$ cat config.mk
export PLATFORM = sky130hd
export DESIGN_NAME = tl_instruction_decode
export DESIGN_NICKNAME = d
export VERILOG_FILES = /design/src/rtl/tl_instruction_decode.sv
export SDC_FILE = /design/constraint.sdc
export NUM_CORES = 2
export LEC_CHECK = 0
export CAP_MARGIN = 15
export CELL_PAD_IN_SITES_DETAIL_PLACEMENT = 0
export CELL_PAD_IN_SITES_GLOBAL_PLACEMENT = 1
export CORE_MARGIN = 10
export CORE_UTILIZATION = 50
export DETAILED_ROUTE_END_ITERATION = 8
export PLACE_DENSITY = 0.79
export RECOVER_POWER = 50
export SYNTH_ARGS = -nofsm -noshare
export SYNTH_HDL_FRONTEND = slang
export SYNTH_SLANG_ARGS = --single-unit
$ cat constraint.sdc
create_clock -name i_clk -period 5.85 [get_ports i_clk]
set_input_delay 0.8775 -clock i_clk [delete_from_list [all_inputs] [get_ports i_clk]]
set_output_delay 0.8775 -clock i_clk [all_outputs]
set_load 0.05 [all_outputs]
$ cat src/rtl/tl_instruction_decode.sv
// ID stage of the 5-stage MIPS pipeline.
// Register file with write-back bypass, control decode, immediate extension,
// load-use hazard detection, jump resolution, and the ID/EX pipeline register.
module tl_instruction_decode #(
  parameter int unsigned LEN  = 32,
  parameter int unsigned NREG = 32
) (
  input  logic           i_clk,
  input  logic           i_rst,
  input  logic [LEN-1:0] i_instruccion,
  input  logic [LEN-1:0] i_pc_plus1,
  input  logic           i_flush,
  input  logic           i_wb_write,
  input  logic [4:0]     i_wb_addr,
  input  logic [LEN-1:0] i_wb_data,
  output logic           o_flag_stall,
  output logic           o_flag_jump,
  output logic [LEN-1:0] o_dir_jump,
  output logic [LEN-1:0] o_pc_plus1,
  output logic [LEN-1:0] o_rs_data,
  output logic [LEN-1:0] o_rt_data,
  output logic [LEN-1:0] o_imm_ext,
  output logic [4:0]     o_rs,
  output logic [4:0]     o_rt,
  output logic [4:0]     o_rd,
  output logic [4:0]     o_shamt,
  output logic [5:0]     o_funct,
  output logic [2:0]     o_alu_op,
  output logic [1:0]     o_reg_dst,
  output logic           o_alu_src,
  output logic           o_mem_read,
  output logic           o_mem_write,
  output logic           o_mem_to_reg,
  output logic           o_reg_write,
  output logic           o_beq,
  output logic           o_bne,
  output logic           o_link,
  output logic           o_halt
);

  localparam int unsigned IMMW = 16;

  localparam logic [5:0] OP_RTYPE = 6'h00;
  localparam logic [5:0] OP_J     = 6'h02;
  localparam logic [5:0] OP_JAL   = 6'h03;
  localparam logic [5:0] OP_BEQ   = 6'h04;
  localparam logic [5:0] OP_BNE   = 6'h05;
  localparam logic [5:0] OP_ADDI  = 6'h08;
  localparam logic [5:0] OP_SLTI  = 6'h0A;
  localparam logic [5:0] OP_ANDI  = 6'h0C;
  localparam logic [5:0] OP_ORI   = 6'h0D;
  localparam logic [5:0] OP_XORI  = 6'h0E;
  localparam logic [5:0] OP_LUI   = 6'h0F;
  localparam logic [5:0] OP_LB    = 6'h20;
  localparam logic [5:0] OP_LH    = 6'h21;
  localparam logic [5:0] OP_LW    = 6'h23;
  localparam logic [5:0] OP_LBU   = 6'h24;
  localparam logic [5:0] OP_LHU   = 6'h25;
  localparam logic [5:0] OP_SB    = 6'h28;
  localparam logic [5:0] OP_SH    = 6'h29;
  localparam logic [5:0] OP_SW    = 6'h2B;
  localparam logic [5:0] FN_JR    = 6'h08;
  localparam logic [5:0] FN_JALR  = 6'h09;

  localparam logic [2:0] ALU_ADD = 3'b000;
  localparam logic [2:0] ALU_SUB = 3'b001;
  localparam logic [2:0] ALU_R   = 3'b010;
  localparam logic [2:0] ALU_AND = 3'b011;
  localparam logic [2:0] ALU_OR  = 3'b100;
  localparam logic [2:0] ALU_XOR = 3'b101;
  localparam logic [2:0] ALU_LUI = 3'b110;
  localparam logic [2:0] ALU_SLT = 3'b111;

  localparam logic [1:0] DST_RT  = 2'b00;
  localparam logic [1:0] DST_RD  = 2'b01;
  localparam logic [1:0] DST_R31 = 2'b10;

  logic [LEN-1:0] r_regs [NREG];

  logic [5:0]      w_op;
  logic [4:0]      w_rs;
  logic [4:0]      w_rt;
  logic [4:0]      w_rd;
  logic [4:0]      w_shamt;
  logic [5:0]      w_funct;
  logic [IMMW-1:0] w_imm;
  logic [LEN-1:0]  w_rs_data;
  logic [LEN-1:0]  w_rt_data;
  logic [LEN-1:0]  w_imm_ext;
  logic            w_halt;
  logic            w_zext;
  logic            w_jump;
  logic            w_jtype;
  logic [2:0]      w_alu_op;
  logic [1:0]      w_reg_dst;
  logic            w_alu_src;
  logic            w_mem_read;
  logic            w_mem_write;
  logic            w_mem_to_reg;
  logic            w_reg_write;
  logic            w_beq;
  logic            w_bne;
  logic            w_link;

  assign w_op    = i_instruccion[31:26];
  assign w_rs    = i_instruccion[25:21];
  assign w_rt    = i_instruccion[20:16];
  assign w_rd    = i_instruccion[15:11];
  assign w_shamt = i_instruccion[10:6];
  assign w_funct = i_instruccion[5:0];
  assign w_imm   = i_instruccion[15:0];
  assign w_halt  = (i_instruccion == '1);

  // Register file write port; r0 is never written so it always reads zero
  always_ff @(posedge i_clk) begin
    if (!i_rst) begin
      for (int i = 0; i < int'(NREG); i++) r_regs[i] <= '0;
    end else if (i_wb_write && (i_wb_addr != 5'd0)) begin
      r_regs[i_wb_addr] <= i_wb_data;
    end
  end

  // Read ports with same-cycle write-back bypass
  always_comb begin
    w_rs_data = '0;
    w_rt_data = '0;
    if (w_rs != 5'd0) w_rs_data = (i_wb_write && (i_wb_addr == w_rs)) ? i_wb_data : r_regs[w_rs];
    if (w_rt != 5'd0) w_rt_data = (i_wb_write && (i_wb_addr == w_rt)) ? i_wb_data : r_regs[w_rt];
  end

  // Control decode from opcode/funct
  always_comb begin
    w_alu_op     = ALU_ADD;
    w_reg_dst    = DST_RT;
    w_alu_src    = 1'b0;
    w_mem_read   = 1'b0;
    w_mem_write  = 1'b0;
    w_mem_to_reg = 1'b0;
    w_reg_write  = 1'b0;
    w_beq        = 1'b0;
    w_bne        = 1'b0;
    w_link       = 1'b0;
    w_jump       = 1'b0;
    w_jtype      = 1'b0;
    w_zext       = 1'b0;
    if (!w_halt) begin
      case (w_op)
        OP_RTYPE: begin
          if (w_funct == FN_JR) begin
            w_jump = 1'b1;
          end else begin
            w_reg_dst   = DST_RD;
            w_reg_write = 1'b1;
            w_alu_op    = ALU_R;
            if (w_funct == FN_JALR) begin
              w_link = 1'b1;
              w_jump = 1'b1;
            end
          end
        end
        OP_LW, OP_LB, OP_LH, OP_LBU, OP_LHU: begin
          w_alu_src    = 1'b1;
          w_mem_read   = 1'b1;
          w_mem_to_reg = 1'b1;
          w_reg_write  = 1'b1;
        end
        OP_SW, OP_SB, OP_SH: begin
          w_alu_src   = 1'b1;
          w_mem_write = 1'b1;
        end
        OP_ADDI: begin w_alu_src = 1'b1; w_reg_write = 1'b1; end
        OP_SLTI: begin w_alu_src = 1'b1; w_reg_write = 1'b1; w_alu_op = ALU_SLT; end
        OP_ANDI: begin w_alu_src = 1'b1; w_reg_write = 1'b1; w_alu_op = ALU_AND; w_zext = 1'b1; end
        OP_ORI:  begin w_alu_src = 1'b1; w_reg_write = 1'b1; w_alu_op = ALU_OR;  w_zext = 1'b1; end
        OP_XORI: begin w_alu_src = 1'b1; w_reg_write = 1'b1; w_alu_op = ALU_XOR; w_zext = 1'b1; end
        OP_LUI:  begin w_alu_src = 1'b1; w_reg_write = 1'b1; w_alu_op = ALU_LUI; end
        OP_BEQ:  begin w_alu_op = ALU_SUB; w_beq = 1'b1; end
        OP_BNE:  begin w_alu_op = ALU_SUB; w_bne = 1'b1; end
        OP_J:    begin w_jump = 1'b1; w_jtype = 1'b1; end
        OP_JAL: begin
          w_jump      = 1'b1;
          w_jtype     = 1'b1;
          w_reg_dst   = DST_R31;
          w_reg_write = 1'b1;
          w_link      = 1'b1;
        end
        default: ;
      endcase
    end
  end

  assign w_imm_ext = w_zext ? LEN'(w_imm) : {{(LEN-IMMW){w_imm[IMMW-1]}}, w_imm};

  // Load-use hazard against the instruction currently held in ID/EX
  assign o_flag_stall = o_mem_read && (o_rt != 5'd0) && ((o_rt == w_rs) || (o_rt == w_rt));
  assign o_flag_jump  = w_jump && !o_flag_stall && !i_flush;
  assign o_dir_jump   = w_jtype ? {i_pc_plus1[LEN-1:26], i_instruccion[25:0]} : w_rs_data;

  // ID/EX pipeline register; flush or stall inserts a fully zeroed bubble
  always_ff @(negedge i_clk) begin
    if (!i_rst || i_flush || o_flag_stall) begin
      o_pc_plus1   <= '0;
      o_rs_data    <= '0;
      o_rt_data    <= '0;
      o_imm_ext    <= '0;
      o_rs         <= '0;
      o_rt         <= '0;
      o_rd         <= '0;
      o_shamt      <= '0;
      o_funct      <= '0;
      o_alu_op     <= '0;
      o_reg_dst    <= '0;
      o_alu_src    <= 1'b0;
      o_mem_read   <= 1'b0;
      o_mem_write  <= 1'b0;
      o_mem_to_reg <= 1'b0;
      o_reg_write  <= 1'b0;
      o_beq        <= 1'b0;
      o_bne        <= 1'b0;
      o_link       <= 1'b0;
      o_halt       <= 1'b0;
    end else begin
      o_pc_plus1   <= i_pc_plus1;
      o_rs_data    <= w_rs_data;
      o_rt_data    <= w_rt_data;
      o_imm_ext    <= w_imm_ext;
      o_rs         <= w_rs;
      o_rt         <= w_rt;
      o_rd         <= w_rd;
      o_shamt      <= w_shamt;
      o_funct      <= w_funct;
      o_alu_op     <= w_alu_op;
      o_reg_dst    <= w_reg_dst;
      o_alu_src    <= w_alu_src;
      o_mem_read   <= w_mem_read;
      o_mem_write  <= w_mem_write;
      o_mem_to_reg <= w_mem_to_reg;
      o_reg_write  <= w_reg_write;
      o_beq        <= w_beq;
      o_bne        <= w_bne;
      o_link       <= w_link;
      o_halt       <= w_halt;
    end
  end

endmodule

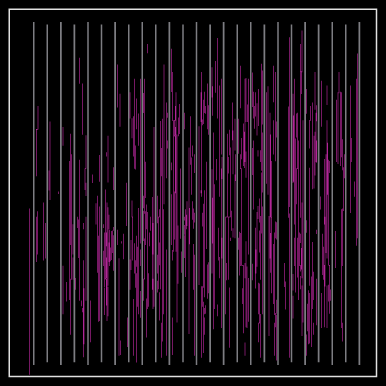
*M4 wires*
Scale: 1 px per um. Supply wires on this layer in gray.
239 nets have wire on it. The wires run mostly vertical. The longest straight run is 222 um.

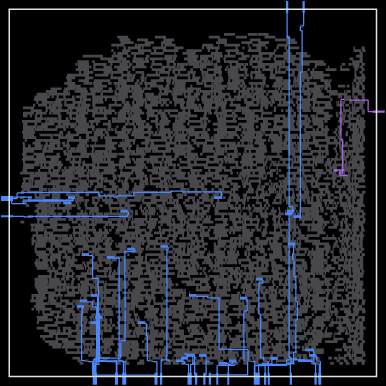
*Wires at chosen ports, followed through buffers*
Scale: 1 px per um.
Key: o_rt_data = blue [direction output, end cells 32, buffers 32, wire 3,070 um]; o_flag_stall = purple [direction output, end cells 1, buffers 2, wire 137 um]

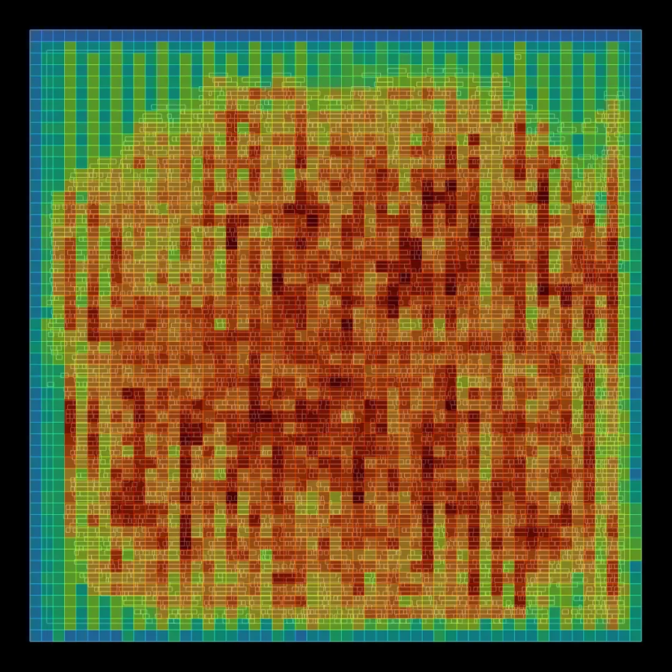
*Congestion heat map*
grt met3 use: 10.5%
fin util: 60.8%
GRT Total Usage: 34.2%

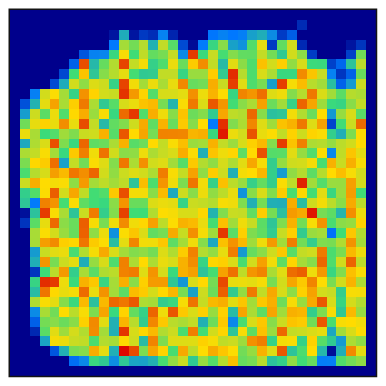
*Cell area per tile*
Scale: 1 px per um. The die is cut into 37 by 37 equal tiles; dark blue is low, red is high, 0 to 100% covered.
The fullest tile reaches 99%. The densest ninth of the die: center. The mean over all tiles is 52%. The emptiest ninth of the die: north-west. 19% of the tiles are nearly empty. 22% of the tiles are over 75% full.

==> qor.txt <==
Top-area cell share: 51.5%
Pwr top: registers
WP data required: 3520 ps
die area: 134,000 um^2
Chip Area, Yosys: 59,800 um^2
TritonCTS clock tree: built
IR drop worst, VDD: 0.290 mV
top cells by area: edfxtp_1 (51%), mux4_2 (13%), and2_1 (11%), mux2i_1 (5.0%), dfxtp_1 (4.6%)
synth unique cells: 67
failing checks: capacitance limit, slew limit, setup timing
Hold Vio Cnt, Final: 0
slack of the critical path: -149 ps
antenna violations before repair: 19
clock share of power: 38.2%
Netlist Area Pre-Place: 59,800 um^2
Min-Delay Path Class: register to register
nets@finish: 5,072
Cell Rows: 126
core area: 118,000 um^2
# IOs: 307
combinational power share: 15.2%
RePlAce Congestion: 0.948
critical path's most frequent cell: buf_4
top cell type by total area after synthesis: edfxtp_1
Filler Cell Count: 9,021
fraction of layout cells with a size suffix above 1: 23.6%
CTS Buf Count: 121
Setup crit start kind: primary input
Die Wd: 366 um
mean post-synth cell area: 13.8 um^2
Setup Crit Path Kind: primary input to register
I/O Buffers: 306
Power per Cell Area: 290 nW/um^2
vias in the first global route: 43,300
flop2flop setup slack: 190 ps
GRT overflow: 0
total wire length: 236,000 um
Max Slew Vio Count: 209
CP cell instances: clkdlybuf4s50_1 > xor2_2 > nor4_2 > buf_4 > and3_2 > buf_12 > buf_4 > a22oi_2 > buf_4 > nor2_1
hold path cells: 4
ys cells: 4,317
Synth Instances: 4,317
Die H: 366 um
crit-path max cell delay: 740 ps
clock buffer depth: 3
Critical Path AT: 3670 ps
Seq pwr share: 46.7%
Tool Warnings: 165
Switch Pwr: 5.73 mW
initial drt markers: 6,522
Seq share, synth: 56.0%
status: finished with violations
Top cells excl fill/tap: edfxtp_1 (1,024), and2_1 (736), buf_4 (454)
sw frac: 27.5%
Syn. warnings: 0
clk pwr: 7.96 mW
R2R depth: 8
Top cell excl fill/tap: edfxtp_1
Seq cells post-synth: 1,160
largest register by flop count: r_regs
CP max FO: 9
RSZ-0062 raised after global routing: yes
Primary FF master, synth: edfxtp_1
EDFF count, synth: 1,024
Comb power: 3.17 mW
Root Driver: clkbuf_16
Vias/cell: 6.61
Final ANT Viol Nets: 0
static leakage: 26.7 nW
seq pwr: 9.73 mW
DP HPWL: 156,000 um
Critical Path Slowest Stage Cell: clkdlybuf4s50_1
H-tree Lvls: 3
Max-Cap Viols: 9
worst reg2reg path startpoint: r_regs[23][22]$_SDFFCE_PN0P_
reg2reg end: o_rs_data[22]$_SDFF_NP0_
Internal Power: 15.1 mW
largest net degree at the start of global routing: 50
Setup-failing EPs final: 5
Rel. slew slack: -89.2%
Routed WL per cell: 35.4 um
## repair_timing
action,4_1_cts,5_1_grt
hold endpoints to repair,0,0
gates cloned,0,0
setup endpoints to repair,46,16
buffers inserted,3,1
hold buffers,0,0
resized,58,9
pin swaps,4,3
## cell usage after synthesis (all sizes together) (2+ instances only)
| master | count |
|---|---|
| a2111oi | 8 |
| a211o | 5 |
| a211oi | 95 |
| a21o | 22 |
| a21oi | 98 |
| a221oi | 9 |
| a22o | 57 |
| a22oi | 72 |
| a311o | 7 |
| a311oi | 5 |
| a31oi | 3 |
| a32oi | 5 |
| and2 | 1055 |
| and3 | 6 |
| buf | 196 |
| clkbuf | 281 |
| dfxtp | 136 |
| edfxtp | 1024 |
| inv | 7 |
| mux2 | 21 |
| mux2i | 298 |
| mux4 | 352 |
| nand2 | 103 |
| nand2b | 13 |
| nand3 | 21 |
| nand3b | 12 |
| nand4 | 8 |
| nor2 | 90 |
| nor2b | 13 |
| nor3 | 22 |
| nor3b | 3 |
| nor4 | 6 |
| nor4b | 4 |
| o211ai | 14 |
| o21ai | 64 |
| o221ai | 77 |
| o22ai | 60 |
| or3 | 6 |
| or3b | 7 |
| or4b | 2 |
| xnor2 | 13 |
| xor2 | 8 |
## cells by family (layout without fill, tap and decap cells)
kind of cell              count (synthesis)  after routing  share of synthesized area, %
muxes                                   671            671                          18.7
xor gates and xnor gates                 21             21                         0.308
DFF                                    1160           1160                          56.0
other                                     1             38                       0.00628
and+or+nand+nor                        1374           1374                          13.6
AOI/OAI and AO/OA                       606            606                          7.19
buffers and inverters                   484           1203                          4.17
## worst max path at each step
stage                       startpoint                       end  slack (ps)  cells past startpoint
finish                    i_wb_addr[1]  o_rs_data[28]$_SDFF_NP0_        -150                     10
global route        o_rt[2]$_SDFF_NP0_               o_flag_jump         -60                      6
CTS                 o_rt[3]$_SDFF_NP0_              o_flag_stall         -30                      6
detailed placement        i_wb_addr[1]  o_rs_data[28]$_SDFF_NP0_        -940                     10
global placement          i_wb_addr[1]  o_rs_data[28]$_SDFF_NP0_        -990                     10
floorplan           o_rt[0]$_SDFF_NP0_               o_flag_jump         140                      6
## area by class of cell
cell class | instances | area [um^2] | share of cell area (%)
Inverter | 6 | 22.5 | 0.0313
Tap cell | 1600 | 2000 | 2.78
Multi-Input combinational cell | 2704 | 24400 | 33.8
Antenna cell | 6 | 15.0 | 0.0209
Timing Repair Buffer | 838 | 7750 | 10.8
Clock inverter | 205 | 1020 | 1.41
Clock buffer | 154 | 3320 | 4.61
Sequential cell | 1160 | 33500 | 46.5
## routing by layer
metal,routed length [um],global-route usage [%]
met1,83400,43.7
met2,101000,50.7
met3,32600,10.5
met4,18700,21.3
met5,46,0
## per-stage QoR
step	setup WS (ps)	total power [mW]	std cells	cell area (um^2)	TNS [ps]
after floorplan	142	11.6	4348	59900	0
after global placement	-990	13.1	6306	67900	-25460
after detailed placement	-943	13.1	6306	67900	-27420
after CTS	-29.3	20.8	6666	72300	-56.5
after global routing	-59.5	21.4	6667	72000	-123
final	-149	20.9	6673	72000	-345
## critical path, delay by kind of cell
kind            cells  cell delay [ps]
buf+inv             5             1450
compound gates      1              520
xor+xnor            1              410
simple gates        3              390
Power and IR drop assume default switching activity.
